[config.mk]
export PLATFORM = sky130hd
export DESIGN_NAME = prog_loader
export DESIGN_NICKNAME = d
export VERILOG_FILES = /design/src/rtl/prog_loader_pkg.sv /design/src/rtl/prog_loader_word_assembler.sv /design/src/rtl/prog_loader.sv
export SDC_FILE = /design/constraint.sdc
export NUM_CORES = 1
export LEC_CHECK = 0
export ABC_AREA = 0
export CORE_MARGIN = 1.5
export CORE_UTILIZATION = 45
export CTS_CLUSTER_SIZE = 16
export DETAILED_ROUTE_END_ITERATION = 8
export PLACE_DENSITY = 0.83
export SLEW_MARGIN = 20
export SYNTH_ARGS = -nofsm -noshare
export SYNTH_HDL_FRONTEND = slang
export SYNTH_SLANG_ARGS = --single-unit
[constraint.sdc]
create_clock -name clk -period 2.2 [get_ports clk]
set_clock_uncertainty 0.1 [all_clocks]
set_input_delay 0.44 -clock clk [delete_from_list [all_inputs] [get_ports clk]]
set_output_delay 0.44 -clock clk [all_outputs]
set_load 0.02 [all_outputs]
[src/rtl/prog_loader_pkg.sv]
// Shared types and constants for the program loader.
// Latency: n/a (types only).
// Backpressure: n/a.
package prog_loader_pkg;

  localparam int BYTE_W = 8;
  localparam int CSUM_W = 8;

  typedef enum logic [2:0] {
    S_IDLE  = 3'd0,
    S_LO    = 3'd1,
    S_HI    = 3'd2,
    S_WRITE = 3'd3,
    S_CSUM  = 3'd4,
    S_DONE  = 3'd5
  } state_t;

endpackage

[src/rtl/prog_loader_word_assembler.sv]
// Builds one instruction word from a low byte followed by a high byte.
// Latency: a byte loaded on an edge is visible in word right after that edge.
// Backpressure: none; the caller only asserts lo_en/hi_en on accepted bytes.
// Ports: clk, rst_n, lo_en/hi_en (byte-lane load enables), data (byte in),
//        word (assembled WORD_W register, cleared by reset).
module word_assembler
  import prog_loader_pkg::*;
#(
  parameter int WORD_W = 16
) (
  input  logic              clk,
  input  logic              rst_n,
  input  logic              lo_en,
  input  logic              hi_en,
  input  logic [BYTE_W-1:0] data,
  output logic [WORD_W-1:0] word
);

  always_ff @(posedge clk or negedge rst_n) begin
    if (!rst_n) begin
      word <= '0;
    end else begin
      if (lo_en) word[BYTE_W-1:0]      <= data;
      if (hi_en) word[WORD_W-1:BYTE_W] <= data;
    end
  end

endmodule

[src/rtl/prog_loader.sv]
// Streams bytes into program RAM as 16-bit words, then releases the CPU.
// Latency: RAM write strobe one cycle after the high byte; cpu_start one cycle after the last write.
// Backpressure: in_ready high only in LO/HI/CSUM; bytes are taken on in_valid && in_ready.
// Ports: clk, rst_n, go/base_addr/load_len (session start), in_valid/in_byte/in_ready
//        (byte stream), ram_w_en/ram_w_addr/ram_w_data (RAM write port),
//        cpu_start/start_pc (CPU release), busy, err (sticky, checksum build only).
// Optional feature macro: PROG_LOADER_CHECKSUM_EN adds a trailing checksum byte.
module prog_loader
  import prog_loader_pkg::*;
#(
  parameter int ADDR_W = 8,
  parameter int WORD_W = 16
) (
  input  logic              clk,
  input  logic              rst_n,
  input  logic              go,
  input  logic [ADDR_W-1:0] base_addr,
  input  logic [ADDR_W-1:0] load_len,
  input  logic              in_valid,
  input  logic [BYTE_W-1:0] in_byte,
  output logic              in_ready,
  output logic              ram_w_en,
  output logic [ADDR_W-1:0] ram_w_addr,
  output logic [WORD_W-1:0] ram_w_data,
  output logic              cpu_start,
  output logic [ADDR_W-1:0] start_pc,
  output logic              busy,
  output logic              err
);

  state_t            state;
  logic [ADDR_W-1:0] len_q;
  logic [ADDR_W-1:0] count;
  logic [ADDR_W-1:0] count_nxt;
  logic              take;
  logic              lo_en;
  logic              hi_en;

  assign take      = in_valid && in_ready;
  assign lo_en     = take && (state == S_LO);
  assign hi_en     = take && (state == S_HI);
  assign count_nxt = count + ADDR_W'(1);

  // The assembler register doubles as the RAM write data: it is stable
  // throughout the WRITE cycle because no byte is accepted there.
  word_assembler #(.WORD_W(WORD_W)) u_asm (
    .clk   (clk),
    .rst_n (rst_n),
    .lo_en (lo_en),
    .hi_en (hi_en),
    .data  (in_byte),
    .word  (ram_w_data)
  );

`ifdef PROG_LOADER_CHECKSUM_EN
  logic [CSUM_W-1:0] sum;
  logic [CSUM_W-1:0] csum_total;

  assign csum_total = sum + in_byte;

  always_ff @(posedge clk or negedge rst_n) begin
    if (!rst_n) begin
      sum <= '0;
    end else if (state == S_IDLE && go) begin
      sum <= '0;
    end else if (lo_en || hi_en) begin
      sum <= csum_total;
    end
  end
`endif

  // Outputs are registered and updated together with the state they belong to.
  always_ff @(posedge clk or negedge rst_n) begin
    if (!rst_n) begin
      state      <= S_IDLE;
      busy       <= 1'b0;
      in_ready   <= 1'b0;
      ram_w_en   <= 1'b0;
      ram_w_addr <= '0;
      cpu_start  <= 1'b0;
      err        <= 1'b0;
      start_pc   <= '0;
      len_q      <= '0;
      count      <= '0;
    end else begin
      ram_w_en  <= 1'b0;
      cpu_start <= 1'b0;
      case (state)
        S_IDLE: begin
          if (go) begin
            start_pc <= base_addr;
            len_q    <= load_len;
            count    <= '0;
            err      <= 1'b0;
            busy     <= 1'b1;
            if (load_len == '0) begin
`ifdef PROG_LOADER_CHECKSUM_EN
              state    <= S_CSUM;
              in_ready <= 1'b1;
`else
              state     <= S_DONE;
              cpu_start <= 1'b1;
`endif
            end else begin
              state    <= S_LO;
              in_ready <= 1'b1;
            end
          end
        end
        S_LO: begin
          if (take) state <= S_HI;
        end
        S_HI: begin
          if (take) begin
            state      <= S_WRITE;
            in_ready   <= 1'b0;
            ram_w_en   <= 1'b1;
            ram_w_addr <= start_pc + count;  // wraps modulo 2^ADDR_W
          end
        end
        S_WRITE: begin
          count <= count_nxt;
          if (count_nxt < len_q) begin
            state    <= S_LO;
            in_ready <= 1'b1;
          end else begin
`ifdef PROG_LOADER_CHECKSUM_EN
            state    <= S_CSUM;
            in_ready <= 1'b1;
`else
            state     <= S_DONE;
            cpu_start <= 1'b1;
`endif
          end
        end
`ifdef PROG_LOADER_CHECKSUM_EN
        S_CSUM: begin
          if (take) begin
            state     <= S_DONE;
            in_ready  <= 1'b0;
            err       <= (csum_total != '0);
            cpu_start <= (csum_total == '0);
          end
        end
`endif
        S_DONE: begin
          state <= S_IDLE;
          busy  <= 1'b0;
        end
        default: begin
          state    <= S_IDLE;
          busy     <= 1'b0;
          in_ready <= 1'b0;
        end
      endcase
    end
  end

endmodule

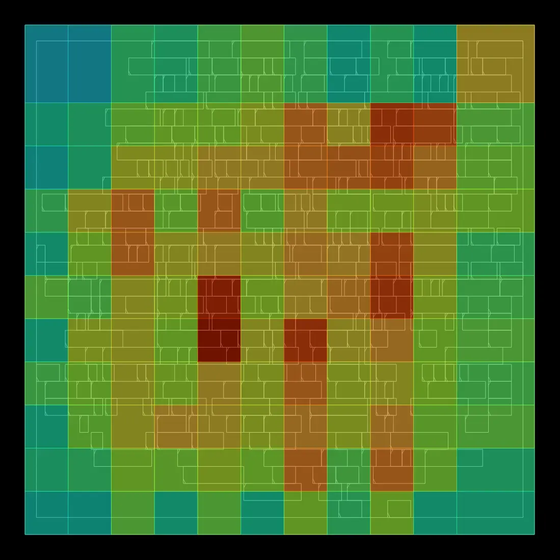
*Track usage over the die, run 1*
fin util: 64.8%
met2 GRT Util: 34.5%

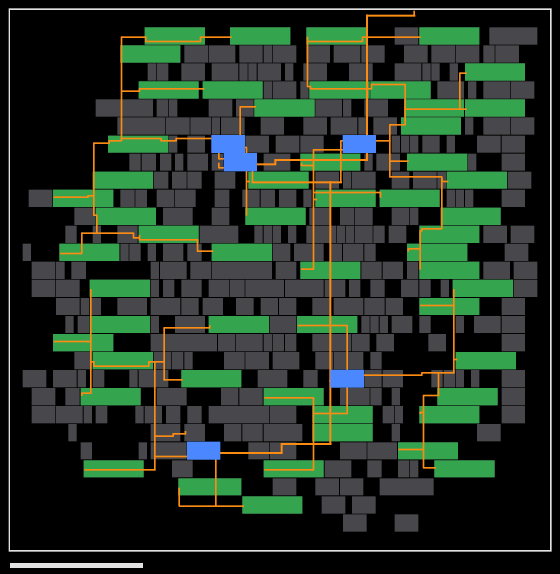
*Routed clock nets over the placement, run 1*
The bar under the picture is 20 um long.
Key: cells driving clock nets = blue [count 5]; clock wires = orange [length 664 um]; flip-flops = green [count 55]
There are 6 routed clock nets. Position of the flops: widely spread.

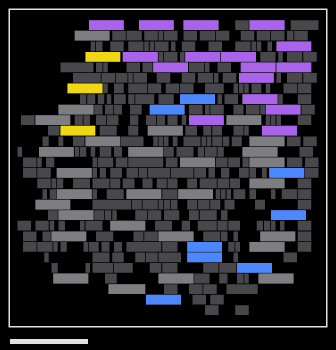
*Sequential cells grouped by signal name, run 1*
The bar under the picture is 20 um long. Other sequential cells in the stronger grey, the rest of the logic in the fainter grey.
Key: `state` = yellow [placed flops 3]; `u_asm.word` = purple [placed flops 16]; `start_pc` = blue [placed flops 8]
Another 28 sequential cells are not coloured.
power in sequential cells: 1.72 mW
flop share of the area: 35.9%
Flop area: 1380 sq um

==> results.json, run 1 <==
{
  "fin_cells": 420,
  "tapCellCount": 75,
  "lay_top_count": "clkdlybuf4s50_1",
  "swShare_pct": 40.1,
  "violations": "hold timing",
  "track_usage_pct": 19.8,
  "syn_area_per_cell_sq_um": 10.5,
  "logic_gates": 186,
  "relSlewSlack_pct": 66.0,
  "power_leakage_nw": 1.73,
  "mux_area_share_pct": 6.87,
  "critPathKind": "reg -> reg",
  "vias": 2242,
  "power.share.clock_pct": 12.0,
  "regMostFlops": "u_asm.word",
  "hold_viol_final": 8,
  "outcome": "finished, violations left",
  "die_h_um": 81.4,
  "detail_route.wirelength_um": 6190,
  "flop_cell": "dfrtp_1",
  "yosys_cells": 264,
  "path_common_cell": "buf_4",
  "r2r-start": "count[0]",
  "p_switching_mw": 1.95,
  "postLayoutCellArea_sq_um": 3830,
  "holdWs_ps": -11.1,
  "yosys_area_sq_um": 2770,
  "ys_sh_simple_pct": 17.1,
  "aoi_share_pct": 11.8,
  "comb-cell-share_pct": 36.9,
  "routabilityCongestion": 0.816,
  "htreeDepth": 2,
  "vias_per_cell": 5.34,
  "wl_per_cell_um": 14.7,
  "dp_slack_ps": -70.7,
  "largestClassByArea": "combinational gates",
  "nets": 388,
  "syn-cell-area_sq_um": 2770,
  "grt_overflow": 0,
  "cts_made_buffers": 5,
  "critical_path.max_stage_delay_ps": 420,
  "synth_cell_types": 51,
  "fp_util_pct": 46.7,
  "warnings": 27,
  "insertion_delay_ps": 320,
  "layout-drive-gt1-share_pct": 20.6,
  "critPathSlowestCell": "dfrtp_2",
  "crit_path_end_kind": "register",
  "p_int_mw": 2.91,
  "final_cell_mix": "62 x clkdlybuf4s50_1, 54 x dfrtp_1, 49 x nand2_1",
  "ys_ff": 55,
  "vdd_drop_max_mv": 0.786,
  "inv_count": 12
}
-- run 1: timing repair --
action                     in CTS  in global routing
setup endpoints to repair       3                  3
pin swaps                       5                  9
setup buffers                   1                  1
gates resized                   3                 24
-- run 1: power groups by stage --
| stage | sequential (mW) | combinational (mW) | clock [mW] |
|---|---|---|---|
| floorplan | 2.03 | 1.09 | 0 |
| global placement | 1.71 | 2.36 | 0 |
| detailed placement | 1.74 | 2.45 | 0 |
| CTS | 1.72 | 2.48 | 0.597 |
| global route | 1.78 | 2.80 | 0.636 |
| finish | 1.72 | 2.56 | 0.583 |
-- run 1: routing by layer --
layer	vias up	track usage, %	wire length, um	share of wire (%)
li1	1084	-	-	-
met1	1105	25.1	2780	45
met2	46	34.5	3150	51
met3	7	3.67	187	3.0
met4	0	5.17	77	1.2
met5	-	0	0	0
==> run 2: changes to the inputs <==
HOLD_SLACK_MARGIN = 0.06   (was default)
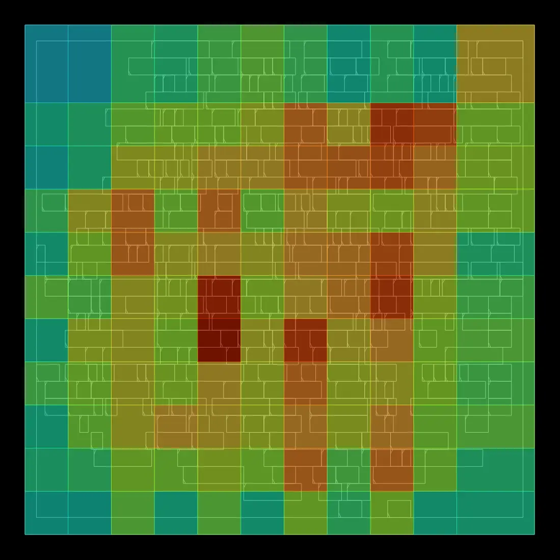
*Track usage over the die, run 2*
wire length per cell: 14.8 um
met2 GRT Util: 35.0%
M3 GR Usage: 3.67%
fin util: 64.9%
GR peak layer: met2

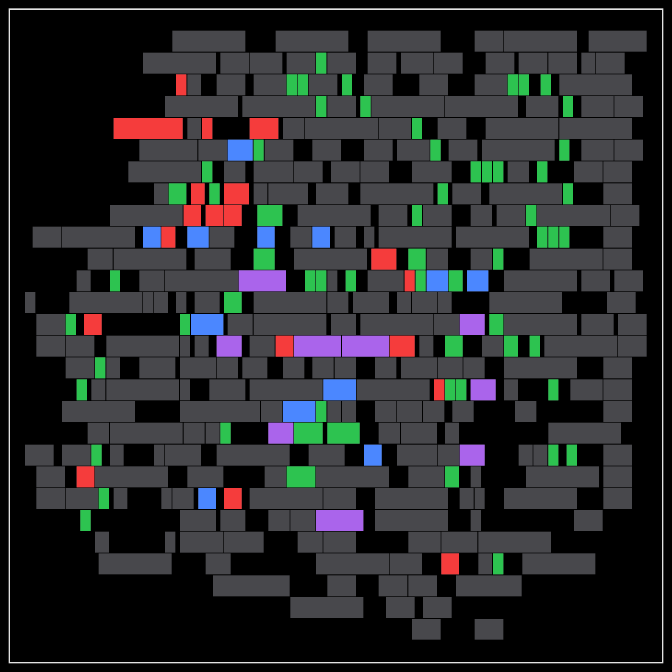
*Selected gate families, run 2*
Key: AND and OR gates = blue [cells 12, most used or4_1]; NAND gates = green [cells 62, most used nand2_1]; XOR/XNOR gates = purple [cells 9, most used xnor2_1, where middle]; NOR gates = red [cells 19, most used nor2_1]

==> run 2 against run 1 <==
Compared with the run above:
- the flow now finishes without violations
- via count fell by 0.27%
- sequential cell count did not move
- die area did not move
- register-to-register slack barely moved
- first-iteration DRC count rose by 75%
- sequential power barely moved
- design area rose by 0.26%
- total power barely moved
- global-route usage rose by 0.14 points
==> results.json, run 2 <==
{
  "lay_top_count": "clkdlybuf4s50_1",
  "layout-drive-gt1-share_pct": 20.5,
  "outcome": "finished clean",
  "vias": 2236,
  "syn_area_per_cell_sq_um": 10.5,
  "die_h_um": 81.4,
  "vias_per_cell": 5.31,
  "routed.top_layer": "met4",
  "syn-cell-area_sq_um": 2770,
  "yosys_area_sq_um": 2770,
  "critPathSlowestCell": "dfrtp_2",
  "dp_slack_ps": -70.7,
  "synth_top_area_share_pct": 49.7,
  "track_usage_pct": 19.9,
  "synth_cell_types": 51,
  "power.share.clock_pct": 12.0,
  "vdd_drop_max_mv": 0.787,
  "cts_resized": 3,
  "p_switching_mw": 1.95,
  "fp_util_pct": 46.7,
  "ys_sh_simple_pct": 17.1,
  "post-cts-setup-buffers": 1,
  "htreeDepth": 2,
  "drt-met1-wl_um": 2770,
  "swShare_pct": 40.1,
  "path_common_cell": "buf_4",
  "use_met1_pct": 25.1,
  "final_cell_mix": "62 x clkdlybuf4s50_1, 54 x dfrtp_1, 49 x nand2_1",
  "p_int_mw": 2.91,
  "wl_met3_um": 202,
  "holdWs_ps": 387,
  "aoi_share_pct": 11.8,
  "flop_cell": "dfrtp_1",
  "regMostFlops": "u_asm.word",
  "critical_path.max_stage_delay_ps": 420,
  "postLayoutCellArea_sq_um": 3840,
  "fin_cells": 421,
  "critPathKind": "reg -> reg",
  "crit_path_end_kind": "register",
  "r2r-start": "count[0]",
  "detail_route.wirelength_um": 6250,
  "ys_ff": 55,
  "relSlewSlack_pct": 66.8,
  "yosys_cells": 264,
  "mux_area_share_pct": 6.87,
  "hold_viol_final": 0,
  "routabilityCongestion": 0.816,
  "yosysMostFrequentCell": "dfrtp_1"
}
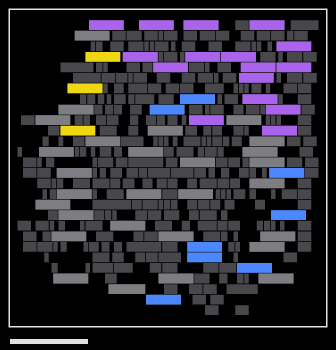
*Sequential cells grouped by signal name, run 2*
The bar under the picture is 20 um long. Other sequential cells in the stronger grey, the rest of the logic in the fainter grey.
Key: `state` = yellow [placed flops 3]; `u_asm.word` = purple [placed flops 16]; `start_pc` = blue [placed flops 8]
flop share of the area: 35.8%

-- run 2: final cells by class --
cell class | count | area (sq um) | share of cell area (%)
Sequential cell | 55 | 1380 | 35.8
Clock inverter | 3 | 22.5 | 0.586
Clock buffer | 5 | 68.8 | 1.79
Inverter | 12 | 45.0 | 1.17
Multi-Input combinational cell | 186 | 1410 | 36.8
Timing Repair Buffer | 85 | 822 | 21.4
Tap cell | 75 | 93.8 | 2.44
-- run 2: power by group through the flow --
stage	registers (mW)	clock network, mW	logic (mW)
after floorplan	2.03	0	1.09
after global placement	1.71	0	2.36
after detailed placement	1.74	0	2.45
after CTS	1.72	0.597	2.48
after global routing	1.78	0.636	2.80
final	1.72	0.583	2.56
Power figures rest on the tool's default switching activity, not on a simulated workload.
